<file path="config.mk">
export PLATFORM = sky130hd
export DESIGN_NAME = issue_ctrl
export DESIGN_NICKNAME = d
export VERILOG_FILES = /design/src/rtl/isa_pkg.sv /design/src/rtl/hazard_detect.sv /design/src/rtl/issue_ctrl.sv
export SDC_FILE = /design/constraint.sdc
export NUM_CORES = 1
export LEC_CHECK = 0
export ABC_AREA = 1
export CORE_UTILIZATION = 50
export CTS_CLUSTER_SIZE = 14
export DETAILED_ROUTE_END_ITERATION = 8
export PLACE_DENSITY = 0.81
export SYNTH_ARGS = -nofsm -noshare
export SYNTH_HDL_FRONTEND = slang
export SYNTH_SLANG_ARGS = --single-unit
</file>
<file path="constraint.sdc">
create_clock -name clk -period 1.8 [get_ports clk]
set_clock_uncertainty 0.05 [all_clocks]
set_input_delay 0.36 -clock clk [delete_from_list [all_inputs] [get_ports clk]]
set_output_delay 0.36 -clock clk [all_outputs]
set_load 0.01 [all_outputs]
</file>
<file path="src/rtl/isa_pkg.sv">
// isa_pkg
//   Shared instruction-set definitions for the issue front end and Data_Dependency.
//   Instruction word layout: {op[19:15], rw[14:10], ra[9:5], rb[4:0]}.
//   Provides opcodes, field slice positions, the NOP word, the sequencer state
//   encoding and small field-extraction helpers.
package isa_pkg;

  localparam int INS_W = 20;

  localparam logic [4:0] OP_LD  = 5'b10100;
  localparam logic [4:0] OP_ST  = 5'b10101;
  localparam logic [4:0] OP_JMP = 5'b11000;
  localparam logic [4:0] OP_HLT = 5'b11110;
  localparam logic [4:0] OP_NOP = 5'b11111;

  localparam int OP_HI = 19;
  localparam int OP_LO = 15;
  localparam int RW_HI = 14;
  localparam int RW_LO = 10;
  localparam int RA_HI = 9;
  localparam int RA_LO = 5;
  localparam int RB_HI = 4;
  localparam int RB_LO = 0;

  localparam logic [INS_W-1:0] INS_NOP = {OP_NOP, 15'b0};

  // Sequencer state encoding, kept as plain constants so older tools that
  // share this package with Data_Dependency can read it unchanged.
  localparam logic [2:0] ST_IDLE  = 3'd0;
  localparam logic [2:0] ST_FILL  = 3'd1;
  localparam logic [2:0] ST_RUN   = 3'd2;
  localparam logic [2:0] ST_FLUSH = 3'd3;
  localparam logic [2:0] ST_DRAIN = 3'd4;
  localparam logic [2:0] ST_DONE  = 3'd5;

  function automatic logic [4:0] ins_op(input logic [INS_W-1:0] ins);
    return ins[OP_HI:OP_LO];
  endfunction

  function automatic logic [4:0] ins_rw(input logic [INS_W-1:0] ins);
    return ins[RW_HI:RW_LO];
  endfunction

  function automatic logic [4:0] ins_ra(input logic [INS_W-1:0] ins);
    return ins[RA_HI:RA_LO];
  endfunction

  function automatic logic [4:0] ins_rb(input logic [INS_W-1:0] ins);
    return ins[RB_HI:RB_LO];
  endfunction

endpackage

</file>
<file path="src/rtl/hazard_detect.sv">
// hazard_detect
//   Combinational load-use detector. Flags the case where the instruction now
//   on ins_out is a load whose destination is a source of the word arriving on
//   ins_in; forwarding cannot cover that, so the sequencer must insert a bubble.
// Ports
//   ins_out   in   20  instruction currently issued downstream
//   ins_vld   in   1   ins_out is a real instruction
//   ins_in    in   20  word just read from the instruction ROM
//   load_use  out  1   bubble required this cycle
module hazard_detect
  import isa_pkg::*;
(
  input  logic [INS_W-1:0] ins_out,
  input  logic             ins_vld,
  input  logic [INS_W-1:0] ins_in,
  output logic             load_use
);

  logic is_load;
  logic src_hit;

  assign is_load  = ins_vld && (ins_op(ins_out) == OP_LD);
  assign src_hit  = (ins_ra(ins_in) == ins_rw(ins_out)) ||
                    (ins_rb(ins_in) == ins_rw(ins_out));
  assign load_use = is_load && src_hit;

endmodule

</file>
<file path="src/rtl/issue_ctrl.sv">
// issue_ctrl
//   Front-end sequencer: owns the PC, drives a synchronous-read instruction ROM,
//   issues words to Data_Dependency, inserts one bubble on load-use hazards and
//   executes JMP/HLT locally. After HLT it issues DRAIN_CYC NOPs then parks in DONE.
// Ports
//   clk       in   1       rising-edge clock
//   reset     in   1       synchronous, active-low
//   start     in   1       begin fetching at address 0 (IDLE/DONE only)
//   hold      in   1       external freeze
//   rom_addr  out  ADDR_W  ROM read address (data on ins_in next cycle)
//   ins_in    in   20      ROM data for previous cycle's rom_addr
//   ins_out   out  20      registered instruction to Data_Dependency
//   ins_vld   out  1       ins_out is a real instruction (else NOP)
//   stall     out  1       registered; high in a cycle carrying a load-use bubble
//   busy      out  1       state is FILL/RUN/FLUSH/DRAIN
//   done      out  1       state is DONE
module issue_ctrl
  import isa_pkg::*;
#(
  parameter int ADDR_W    = 8,
  parameter int DRAIN_CYC = 4
) (
  input  logic              clk,
  input  logic              reset,
  input  logic              start,
  input  logic              hold,
  output logic [ADDR_W-1:0] rom_addr,
  input  logic [INS_W-1:0]  ins_in,
  output logic [INS_W-1:0]  ins_out,
  output logic              ins_vld,
  output logic              stall,
  output logic              busy,
  output logic              done
);

  localparam int                CNT_W    = $clog2(DRAIN_CYC + 1);
  localparam logic [CNT_W-1:0]  CNT_ONE  = CNT_W'(1);
  localparam logic [CNT_W-1:0]  CNT_LAST = CNT_W'(DRAIN_CYC - 1);
  localparam logic [ADDR_W-1:0] ADDR_ONE = ADDR_W'(1);

  logic [2:0]        state;
  logic [ADDR_W-1:0] pc;
  logic [ADDR_W-1:0] fpc;
  logic [CNT_W-1:0]  cnt;

  logic              load_use;
  logic              run_live;
  logic              do_stall;
  logic              do_jmp;
  logic              replay;
  logic [ADDR_W-1:0] jmp_tgt;

  hazard_detect u_hazard (
    .ins_out  (ins_out),
    .ins_vld  (ins_vld),
    .ins_in   (ins_in),
    .load_use (load_use)
  );

  // A jump redirects the fetch in the same cycle it is decoded; replay
  // re-reads the word already on ins_in so it arrives again next cycle.
  assign run_live = (state == ST_RUN) && !hold;
  assign do_stall = run_live && load_use;
  assign do_jmp   = run_live && !load_use && (ins_op(ins_in) == OP_JMP);
  assign jmp_tgt  = ins_in[ADDR_W-1:0];
  assign replay   = do_stall || hold || (state == ST_FLUSH);
  assign rom_addr = do_jmp ? jmp_tgt : (replay ? fpc : pc);

  assign busy = (state == ST_FILL) || (state == ST_RUN) ||
                (state == ST_FLUSH) || (state == ST_DRAIN);
  assign done = (state == ST_DONE);

  // Every cycle defaults to issuing a NOP; only a plain instruction decoded
  // in RUN overrides it. fpc always tracks the address just requested so it
  // names the word that will sit on ins_in next cycle.
  always_ff @(posedge clk) begin
    if (!reset) begin
      state   <= ST_IDLE;
      pc      <= '0;
      fpc     <= '0;
      cnt     <= '0;
      ins_out <= INS_NOP;
      ins_vld <= 1'b0;
      stall   <= 1'b0;
    end else begin
      ins_out <= INS_NOP;
      ins_vld <= 1'b0;
      stall   <= 1'b0;
      case (state)
        ST_IDLE, ST_DONE: begin
          if (start) begin
            state <= ST_FILL;
            pc    <= '0;
            fpc   <= '0;
          end
        end
        ST_FILL: begin
          if (!hold) begin
            state <= ST_RUN;
            pc    <= pc + ADDR_ONE;
            fpc   <= rom_addr;
          end
        end
        ST_RUN: begin
          if (!hold) begin
            fpc <= rom_addr;
            if (load_use) begin
              stall <= 1'b1;
            end else if (ins_op(ins_in) == OP_JMP) begin
              pc    <= jmp_tgt + ADDR_ONE;
              state <= ST_FLUSH;
            end else if (ins_op(ins_in) == OP_HLT) begin
              // The NOP issued for HLT itself is the first drain cycle.
              cnt   <= CNT_ONE;
              state <= (DRAIN_CYC <= 1) ? ST_DONE : ST_DRAIN;
            end else begin
              ins_out <= ins_in;
              ins_vld <= 1'b1;
              pc      <= pc + ADDR_ONE;
            end
          end
        end
        ST_FLUSH: begin
          if (!hold) begin
            state <= ST_RUN;
          end
        end
        ST_DRAIN: begin
          if (!hold) begin
            if (cnt == CNT_LAST) begin
              state <= ST_DONE;
            end else begin
              cnt <= cnt + CNT_ONE;
            end
          end
        end
        default: begin
          state <= ST_IDLE;
        end
      endcase
    end
  end

endmodule
</file>
==> run_1/power_grid.png <==
Bar = 20 um. Pins as bars on the die edge. Tap cells in gray.
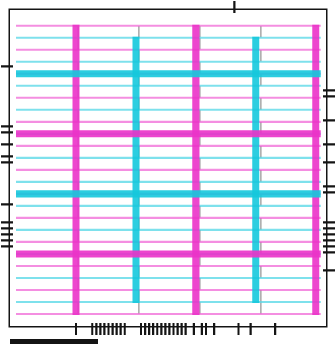
- VSS: magenta
- VDD: cyan
- tap cells: 52
- signal pins: 56
- rows: 24
- met1 rails: 25
chip width: 71.6 um
Die H: 71.6 um
VDD IR max: 0.000984 V
core area: 0.00450 mm2

==> run_1/placement_by_type.png <==
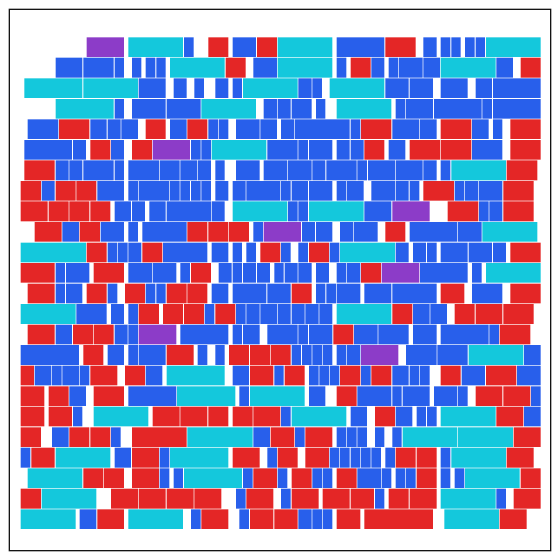
- clock drivers and dummy loads: purple (cells 7; share of their area 2.3%)
- combinational and other logic: blue (cells 299; share of their area 46%)
- other buffers and delay cells: red (cells 138; share of their area 30%)
- flops: cyan (cells 44; share of their area 22%)
Row Count: 24
Seq area share: 21.4%

==> run_1/clk_routes.png <==
Bar = 20 um.
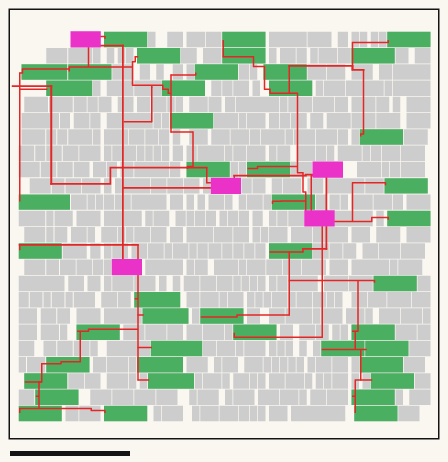
- clock drivers: magenta (count 5)
- flip-flops: green (count 44)
- clock wires: red (length 610 um)
- flops lie: all over the die
- routed clock nets: 6
clock group share of total power: 16.8%
Clock Power: 0.711 mW
clk_lat worst skew: 0.32 ns

==> run notes, run 1 <==
run results: Max Clock Freq=about 400 MHz, crit-path max FO=8, Residual DRC=0, Post-Synthesis Cell Area=between 0.002 and 0.0025 mm2, Root Driver=clkbuf_8, Seq. pwr=approximately 1.2 mW, Post-Synth XOR/XNOR Area=~2.5%, initial antenna violation count=0, Ys Warns=0, r2r startpoint=ins_out[11], worst reg2reg endpoint=state[2], area fraction in mux cells=0%, failing checks=setup timing, Data buffer area share=between 20% and 30%, post-route ant nets=0, Sink Count=between 40 and 50, inverters=approximately 52, cell mode on critical path=nand2_2, Clock Path Buffers=2, DR WL met3=1140 um, post-CTS setup buffer count=8, Core Util, Final=approximately 93%, clkbuf count=7, fraction of the mapped netlist area in adder cells=around 2.1%, largest net degree at the start of global routing=16, Flops after synth=44, ClkCell Share=under 10%, clk slew on worst S/H paths=around 0.08 ns, GRT Residual Overflow=0, Core Util at FP=roughly 54%, status=complete, but fails checks, 1st-pass router iterations=7, Worst path depth=13, simple share=between 30% and 40%, max reg flops=20, RSZ-0062 raised after global routing=true, # setup viols final=49, R2R Setup Slk=-0.30 ns, met2 usage=60.4%, WP data arrival=2.10 ns, IO Pins=approximately 56, met1 wire length=approximately 3900 um, Commonest flop=dfxtp_1, PnR worst setup slack=-0.715 ns, WS Path Type=register to output pin, M3 GR Usage=6.33%, final hold violation count=0
==> run_1/wires.png <==
Bar = 20 um. Two of the layers only.
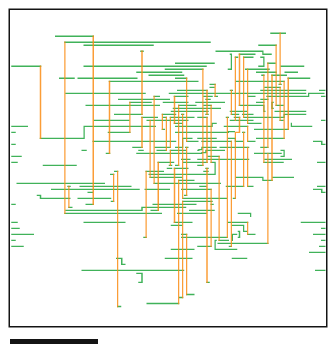

--- run 2 (diff from run 1) ---
--- a/config.mk
+++ b/config.mk
@@ -6,10 +6,12 @@
 export NUM_CORES = 1
 export LEC_CHECK = 0
 export ABC_AREA = 1
-export CORE_UTILIZATION = 50
+export CORE_MARGIN = 2
+export CORE_UTILIZATION = 54
 export CTS_CLUSTER_SIZE = 14
 export DETAILED_ROUTE_END_ITERATION = 8
-export PLACE_DENSITY = 0.81
+export GPL_ROUTABILITY_DRIVEN = 0
+export PLACE_DENSITY = 0.86
 export SYNTH_ARGS = -nofsm -noshare
 export SYNTH_HDL_FRONTEND = slang
 export SYNTH_SLANG_ARGS = --single-unit
==> constraint.sdc (replaced) <==
create_clock -name clk -period 3.03 [get_ports clk]
set_clock_uncertainty 0.05 [all_clocks]
set_input_delay 0.606 -clock clk [delete_from_list [all_inputs] [get_ports clk]]
set_output_delay 0.606 -clock clk [all_outputs]
set_load 0.01 [all_outputs]
==> run_2/wires.png <==
Bar = 20 um. Two of the layers only.
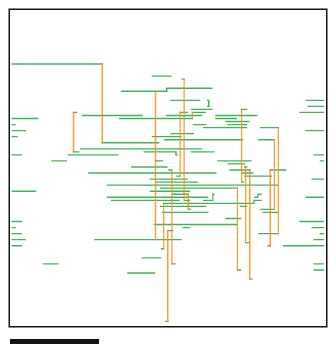
- metal 4: orange (wire length 290 um)
- metal 3: green (wire length 631 um)
total wire length: 7730 um
Avg WL per Cell: 15.7 um
via count: 2792

==> run 2 against run 1 <==
The run now ends clean. Critical path depth up 1. Sequential power down 41%. Sequential cell count unchanged. Core utilization down 13 points. Total power down 50%. Count of clock-buffer cells in the layout down 2. Highest routed layer unchanged. Critical endpoint is now rom_addr[4]. Combinational power down 63%. Critical path type is now input port to output pin. Worst hold slack better by 0.16 ns. Cell count down 8.7%. Wire length down 31%.
==> run notes, run 2 <==
run results: Root Driver=clkbuf_8, M3 GR Usage=around 6%, VDD IR max=about 0.00051 V, Post-Synthesis Cell Area=about 0.0024 mm2, cell mode on critical path=nand2_1, Core Util at FP=around 56%, initial antenna violation count=0, r2r startpoint=ins_out[14], clock group share of total power=about a quarter, largest net degree at the start of global routing=19, Ys Warns=0, Row Count=24, Clock Path Buffers=2, Data buffer area share=23.9%, met1 wire length=2870 um, Seq area share=~26%, Post-Synth XOR/XNOR Area=under 10%, simple share=35.0%, fraction of the mapped netlist area in adder cells=2.07%, core area=between 0.004 and 0.005 mm2, Residual DRC=0, DR WL met3=~630 um, final hold violation count=0, Seq. pwr=0.722 mW, 1st-pass router iterations=5, inverters=roughly 52, PnR worst setup slack=0.0477 ns, chip width=between 70 and 80 um, clk slew on worst S/H paths=~0.08 ns, Core Util, Final=79.5%, status=complete, no violations, IO Pins=about 56, WP data arrival=about 2.3 ns
No activity file was given, so power comes from the tool's default toggle rates.
